**Where the registers sit**

Other sequential cells in the stronger gray, the rest of the logic in the fainter gray.
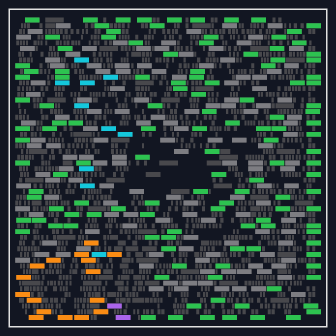
**PDN straps and rails**

Pins as bars on the die edge.
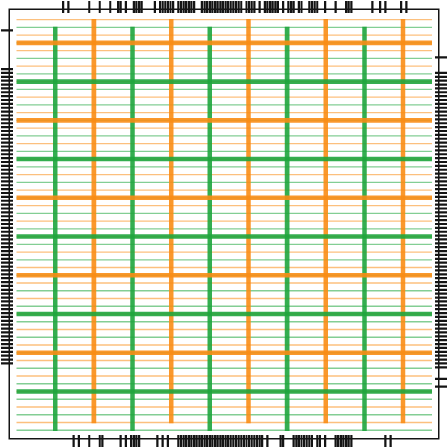
**Layout detail**

Region (13, 88) to (63, 138) um. Cells in gray, sequential cells in the stronger gray; small squares are vias.
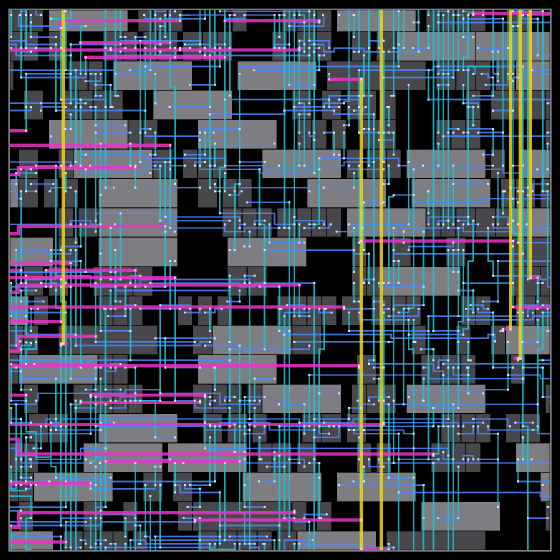
**Clock nets**

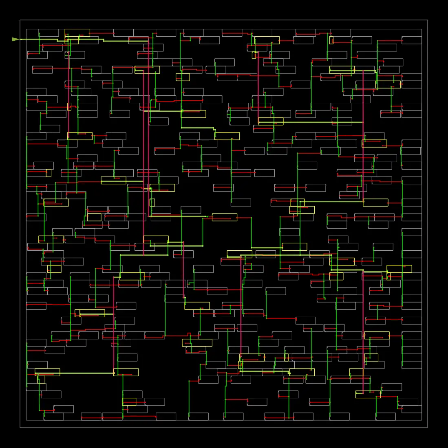
**Gate families picked out**

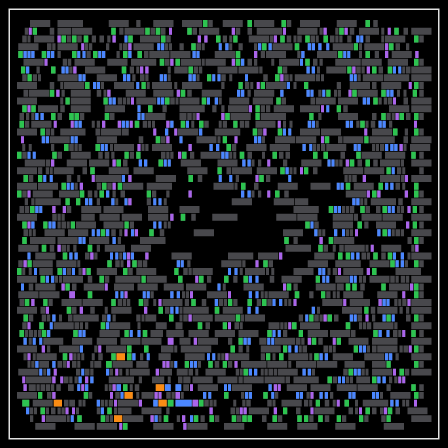
--- src/rtl/pipe_stage_skid.sv ---
`timescale 1ns/1ps
`default_nettype none
// +--------------------------------------------------------------------------+
// | Module      : pipe_stage_skid                                            |
// | Description : Elastic pipeline-stage register with a 2-entry skid        |
// |               buffer, registered in_ready, synchronous flush, occupancy  |
// |               output and a saturating flush-drop counter.                |
// | Revision    : 1.0 - initial release                                      |
// +--------------------------------------------------------------------------+
module pipe_stage_skid #(
   parameter int                DATA_W      = 128,
   parameter int                CTRL_W      = 10,
   parameter logic [CTRL_W-1:0] CTRL_BUBBLE = {CTRL_W{1'b0}},
   parameter int                CNT_W       = 16     // must be >= 2
) (
   input  logic              clk,
   input  logic              rst,
   input  logic              flush,
   input  logic              in_valid,
   output logic              in_ready,
   input  logic [DATA_W-1:0] in_data,
   input  logic [CTRL_W-1:0] in_ctrl,
   output logic              out_valid,
   input  logic              out_ready,
   output logic [DATA_W-1:0] out_data,
   output logic [CTRL_W-1:0] out_ctrl,
   output logic [1:0]        occupancy,
   output logic [CNT_W-1:0]  drop_count
);

   // The state encoding doubles as the occupancy count.
   typedef enum logic [1:0] {
      ST_EMPTY = 2'd0,
      ST_ONE   = 2'd1,
      ST_TWO   = 2'd2
   } state_t;

   localparam logic [CNT_W-1:0] C_CNT_MAX = {CNT_W{1'b1}};

   state_t              r_state;
   state_t              w_state_nxt;
   logic [DATA_W-1:0]   r_main_data;
   logic [CTRL_W-1:0]   r_main_ctrl;
   logic [DATA_W-1:0]   r_skid_data;
   logic [CTRL_W-1:0]   r_skid_ctrl;
   logic [CNT_W-1:0]    r_drop_count;

   logic                w_in_fire;
   logic                w_out_fire;
   logic                w_load_main_in;
   logic                w_load_main_skid;
   logic                w_load_skid;
   logic [1:0]          w_drop_inc;
   logic [CNT_W:0]      w_drop_sum;

   // Handshake status depends only on registered state (plus reset mask).
   assign in_ready   = (r_state != ST_TWO) & ~rst;
   assign out_valid  = (r_state != ST_EMPTY);
   assign w_in_fire  = in_valid & in_ready;
   assign w_out_fire = out_valid & out_ready;

   assign out_data   = r_main_data;
   assign out_ctrl   = out_valid ? r_main_ctrl : CTRL_BUBBLE;
   assign occupancy  = r_state;
   assign drop_count = r_drop_count;

   // Entries lost to a flush: everything held, minus what the consumer took,
   // plus whatever was accepted in the same cycle. Range is 0..2.
   assign w_drop_inc = r_state - {1'b0, w_out_fire} + {1'b0, w_in_fire};
   assign w_drop_sum = {1'b0, r_drop_count} + {{(CNT_W-1){1'b0}}, w_drop_inc};

   // Next-state and register-load selection; flush overrides normal flow.
   always_comb begin
      w_state_nxt      = r_state;
      w_load_main_in   = 1'b0;
      w_load_main_skid = 1'b0;
      w_load_skid      = 1'b0;
      if (flush) begin
         w_state_nxt = ST_EMPTY;
      end else begin
         case (r_state)
            ST_EMPTY: begin
               if (w_in_fire) begin
                  w_load_main_in = 1'b1;
                  w_state_nxt    = ST_ONE;
               end
            end
            ST_ONE: begin
               if (w_in_fire && w_out_fire) begin
                  w_load_main_in = 1'b1;
               end else if (w_in_fire) begin
                  w_load_skid = 1'b1;
                  w_state_nxt = ST_TWO;
               end else if (w_out_fire) begin
                  w_state_nxt = ST_EMPTY;
               end
            end
            ST_TWO: begin
               if (w_out_fire) begin
                  w_load_main_skid = 1'b1;
                  w_state_nxt      = ST_ONE;
               end
            end
            default: w_state_nxt = ST_EMPTY;
         endcase
      end
   end

   // State register.
   always_ff @(posedge clk) begin
      if (rst) r_state <= ST_EMPTY;
      else     r_state <= w_state_nxt;
   end

   // Main (head) and skid entry registers; data survives flush untouched.
   always_ff @(posedge clk) begin
      if (rst) begin
         r_main_data <= '0;
         r_main_ctrl <= CTRL_BUBBLE;
         r_skid_data <= '0;
         r_skid_ctrl <= CTRL_BUBBLE;
      end else begin
         if (w_load_main_in) begin
            r_main_data <= in_data;
            r_main_ctrl <= in_ctrl;
         end else if (w_load_main_skid) begin
            r_main_data <= r_skid_data;
            r_main_ctrl <= r_skid_ctrl;
         end
         if (w_load_skid) begin
            r_skid_data <= in_data;
            r_skid_ctrl <= in_ctrl;
         end
      end
   end

   // Saturating count of entries discarded by flush.
   always_ff @(posedge clk) begin
      if (rst) begin
         r_drop_count <= '0;
      end else if (flush) begin
         r_drop_count <= w_drop_sum[CNT_W] ? C_CNT_MAX : w_drop_sum[CNT_W-1:0];
      end
   end

endmodule
`default_nettype wire

--- config.mk ---
export PLATFORM = sky130hd
export DESIGN_NAME = pipe_stage_skid
export DESIGN_NICKNAME = d
export VERILOG_FILES = /design/src/rtl/pipe_stage_skid.sv
export SDC_FILE = /design/constraint.sdc
export NUM_CORES = 1
export LEC_CHECK = 0
export ABC_AREA = 1
export CORE_MARGIN = 2
export CORE_UTILIZATION = 60
export DETAILED_ROUTE_END_ITERATION = 10
export DONT_BUFFER_PORTS = 1
export PLACE_DENSITY_LB_ADDON = 0.12
export SLEW_MARGIN = 40
export SYNTH_ARGS = -nofsm -noshare
export SYNTH_HDL_FRONTEND = slang
export SYNTH_SLANG_ARGS = --single-unit
--- constraint.sdc ---
create_clock -name clk -period 3.9 [get_ports clk]
set_input_delay 0.585 -clock clk [delete_from_list [all_inputs] [get_ports clk]]
set_output_delay 0.585 -clock clk [all_outputs]
set_load 0.01 [all_outputs]
==> summary.txt <==
The flow completed. The run finished with clean final reports. Cells with a size suffix above 1 make up under 10% of the layout. Area after detailed placement landed at ~13,000 sq um. In the log, the iteration count for the first detailed-route pass is 6. STA classifies the critical path startpoint as a flip-flop. Synthesized-area fraction occupied by xor and xnor cells landed at 0.409%. Largest net degree at the start of global routing landed at 152. Internal power component landed at ~4.8 mW. Final layout net count landed at between 1.5k and 2k. Adder-cell share of the synthesized area landed at less than 1%.

Total power normalized to cell area comes to 458 nW/um^2. The worst setup path is captured at a flip-flop. Area added between synthesis and finish landed at 6.48%. Traced cell by cell, the critical path runs through nor2_2 -> nor2_1 -> inv_1 -> ha_1 -> inv_1 -> ha_1 -> xnor2_1 -> xor2_1 -> inv_1 -> fa_1 -> inv_1 -> nor2_1 -> nand2_1 -> nor2_1 -> nand3_1 -> nand3_1 -> nand2_1 -> inv_1. The final timing report derives a shortest allowable period of 3.51 ns. Clock-pin slew on the worst setup and hold paths landed at approximately 0.060 ns. The number of hold buffers added after CTS was 0. Row count landed at around 53. TritonRoute reported its final design rule violation total as 0. Across every metal layer, demand over resource in global routing totals 28.9%. Highest fanout seen on the critical path landed at 13. Clock network power share landed at a little under half. The slowest stage of the critical path is the nor2_2 cell. The critical path in this run is classified as reg2reg. Final count of hold timing violations landed at 0. Setup repair after global routing left no endpoint under its margin. Biggest cell delay along the critical path landed at between 0.5 and 0.6 ns.

The cell type that accounts for the most area after synthesis is dfxtp_1. In this run the cell area of the synthesized design comes to about 13,000 sq um. Net count after synthesis landed at ~2k. The final max-slew violation count recorded for this run is 0. Static leakage landed at 5.37 nW. Count of cell types in the netlist landed at 28. Per Yosys stat, the portion of area used by sequential elements is between 40% and 50%. Post-CTS repair timing setup buffer count landed at 0.

Number of warnings reported in the yosys synthesis log landed at 0. Clock tree skew after final layout landed at between 0.006 and 0.007 ns. For this run, the final setup violation count is recorded as 0. For reference, the top cells by area after synthesis are dfxtp_1 (46%), nand3_1 (11%), nand2_1 (9.6%).

The clock passes through at most 3 buffers. According to the floorplan report, the total die area is ~23,000 sq um. Per the gpl log, the routability congestion estimate is between 0.8 and 0.9. AND-OR/OR-AND share of the synthesized area landed at 11.6%. The first global-routing pass estimated approximately 54 mm of wire. Count of buffer and inverter cells on the critical path landed at 5. Via count of the first global-routing pass landed at ~10k. Number of instances resized during post-cts repair landed at 0.

Warnings raised by the tools during the run amount to 35. Counting flops with an async set or reset pin after synthesis yields a share of 0%.
Back to the opening pictures, 'where the registers sit':
Key: cyan = r_skid_ctrl [sequential cells 10]; purple = occupancy [sequential cells 2]; orange = drop_count [sequential cells 16, where bottom left]; green = out_data [sequential cells 128, where all over the die]
Another 138 sequential cells are not colored.
sequential standard cell area: 5890 sq um
post-layout util: 65.0%

Back to the opening pictures, 'PDN straps and rails':
Key: green = VSS; orange = VDD
10 straps on met5. The core has 53 rows. 10 straps on met4. 54 met1 rails follow the rows.
die outline height: 150 um
worst ir drop on vdd: 0.000400 V
die outline width: 150 um
core area: 21,000 sq um

Back to the opening pictures, 'layout detail':
Key: cyan = metal 2; blue = metal 1; yellow = metal 4; magenta = metal 3
Most frequent: nor2_1 (48), nand2_1 (43), dfxtp_1 (36). Sequential cells in the window: 36. 232 logic cells have their middle in the window. Netlist names of flops here include r_skid_data (13), out_data (10), r_skid_ctrl (7).

Back to the opening pictures, 'clock nets':
Worst-Skew Late Latency: 0.54 ns
clock buffers created by TritonCTS: 31
FFs & Latches: 294
clock network power consumption: 2.83 mW

Back to the opening pictures, 'gate families picked out':
Key: blue = nor cells [cells 312, most used nor2_1, where all over the die]; purple = inv cells [cells 184, most used inv_1, where all over the die]; orange = xor and xnor cells [cells 6, most used xor2_1, where bottom left]; green = aoi and oai cells [cells 294, most used a21oi_1, where all over the die]
most frequent logic cell in the layout: nand2_1
Comb/total area: 41.0%
final std cells w/o fill: 2,067

==> layer usage <==
layer  GRT usage (%)  share of wire (%)  vias to the layer above
li1                -                  -                     5759
met1            36.3                 40                     5201
met2            45.2                 45                      412
met3            11.1                 11                       64
met4            10.8                3.6                        0
met5               0                  0                        -
==> path summary, 6_finish.rpt <==
path	startpoint	endpoint	slack (ns)	cells past startpoint
max reg2reg	occupancy[1]$_SDFFE_PP0P_	drop_count[9]$_SDFFE_PP0P_	0.39	18
min	flush	occupancy[0]$_SDFFE_PP0P_	0.12	1
min reg2reg	r_skid_data[98]$_SDFFE_PP0P_	r_skid_data[98]$_SDFFE_PP0P_	0.48	2
max	occupancy[1]$_SDFFE_PP0P_	drop_count[9]$_SDFFE_PP0P_	0.39	18
==> per-stage QoR <==
step	cells	power, mW	hold slack [ns]	setup WS, ns	util, %
floorplan	1869	3.45	0.455	0.705	-
global placement	2016	3.49	0.462	0.288	60.3
detailed placement	2016	3.50	0.471	0.450	60.4
CTS	2067	6.30	0.0926	0.412	65.0
global route	2067	6.48	0.0928	0.0279	65.0
finish	2067	6.26	0.116	0.394	65.0
==> synth_stat cells (2+ instances only) <==
cell type / number
clkbuf_1: 47
buf_1: 14
ha_1: 7
nand3_1: 294
o21ai_0: 140
a31oi_1: 2
nand2_1: 329
nand2_2: 2
inv_1: 182
a21oi_1: 148
xor2_1: 4
buf_2: 58
xnor2_1: 2
nor3_1: 2
nor2_1: 308
o21ai_1: 3
dfxtp_1: 294
buf_4: 20
nand4_1: 3
inv_2: 2
==> kinds of logic (layout without fill, tap and decap cells) <==
group,after synthesis,after routing
xor+xnor,6,6
simple gates,941,941
flops,294,294
fa+ha+maj,8,8
compound gates,295,295
buf+inv,325,248
==> flip-flops by register name, summed over array words and instances (netlist names) <==
register     flops
r_skid_ctrl     10
out_data       128
r_main_ctrl     10
r_skid_data    128
occupancy        2
drop_count      16
==> layout by cell type, fill, tap and decap left out, drive strengths merged <==
| cell | count |
|---|---|
| bufinv | 1 |
| clkinv | 4 |
| o21ai | 143 |
| nand2 | 331 |
| fa | 1 |
| o211a | 1 |
| nand3b | 1 |
| nor3 | 3 |
| buf | 13 |
| clkinvlp | 1 |
| a21oi | 148 |
| a31oi | 2 |
| inv | 183 |
| nand3 | 294 |
| nor2 | 309 |
| nand4 | 3 |
| dfxtp | 294 |
| clkbuf | 46 |
| xnor2 | 2 |
| ha | 7 |
| o21bai | 1 |
| xor2 | 4 |
==> cell type report <==
| type | count | area [sq um] | share of cell area, % |
|---|---|---|---|
| clock buffer | 46 | 922 | 6.75 |
| clock inverter | 5 | 52.6 | 0.384 |
| sequential | 294 | 5890 | 43.1 |
| tap | 275 | 344 | 2.52 |
| inverter | 184 | 699 | 5.12 |
| timing repair buffer | 13 | 159 | 1.16 |
| multi-input combinational | 1250 | 5610 | 41.0 |
==> power by group through the flow <==
stage               Combinational (mW)  Clock (mW)  Sequential [mW]
global route                     0.335        3.00             3.15
detailed placement               0.290           0             3.21
global placement                 0.283           0             3.20
CTS                              0.291        2.87             3.14
floorplan                        0.259           0             3.19
finish                           0.291        2.83             3.14
Power figures rest on the tool's default switching activity, not on a simulated workload.
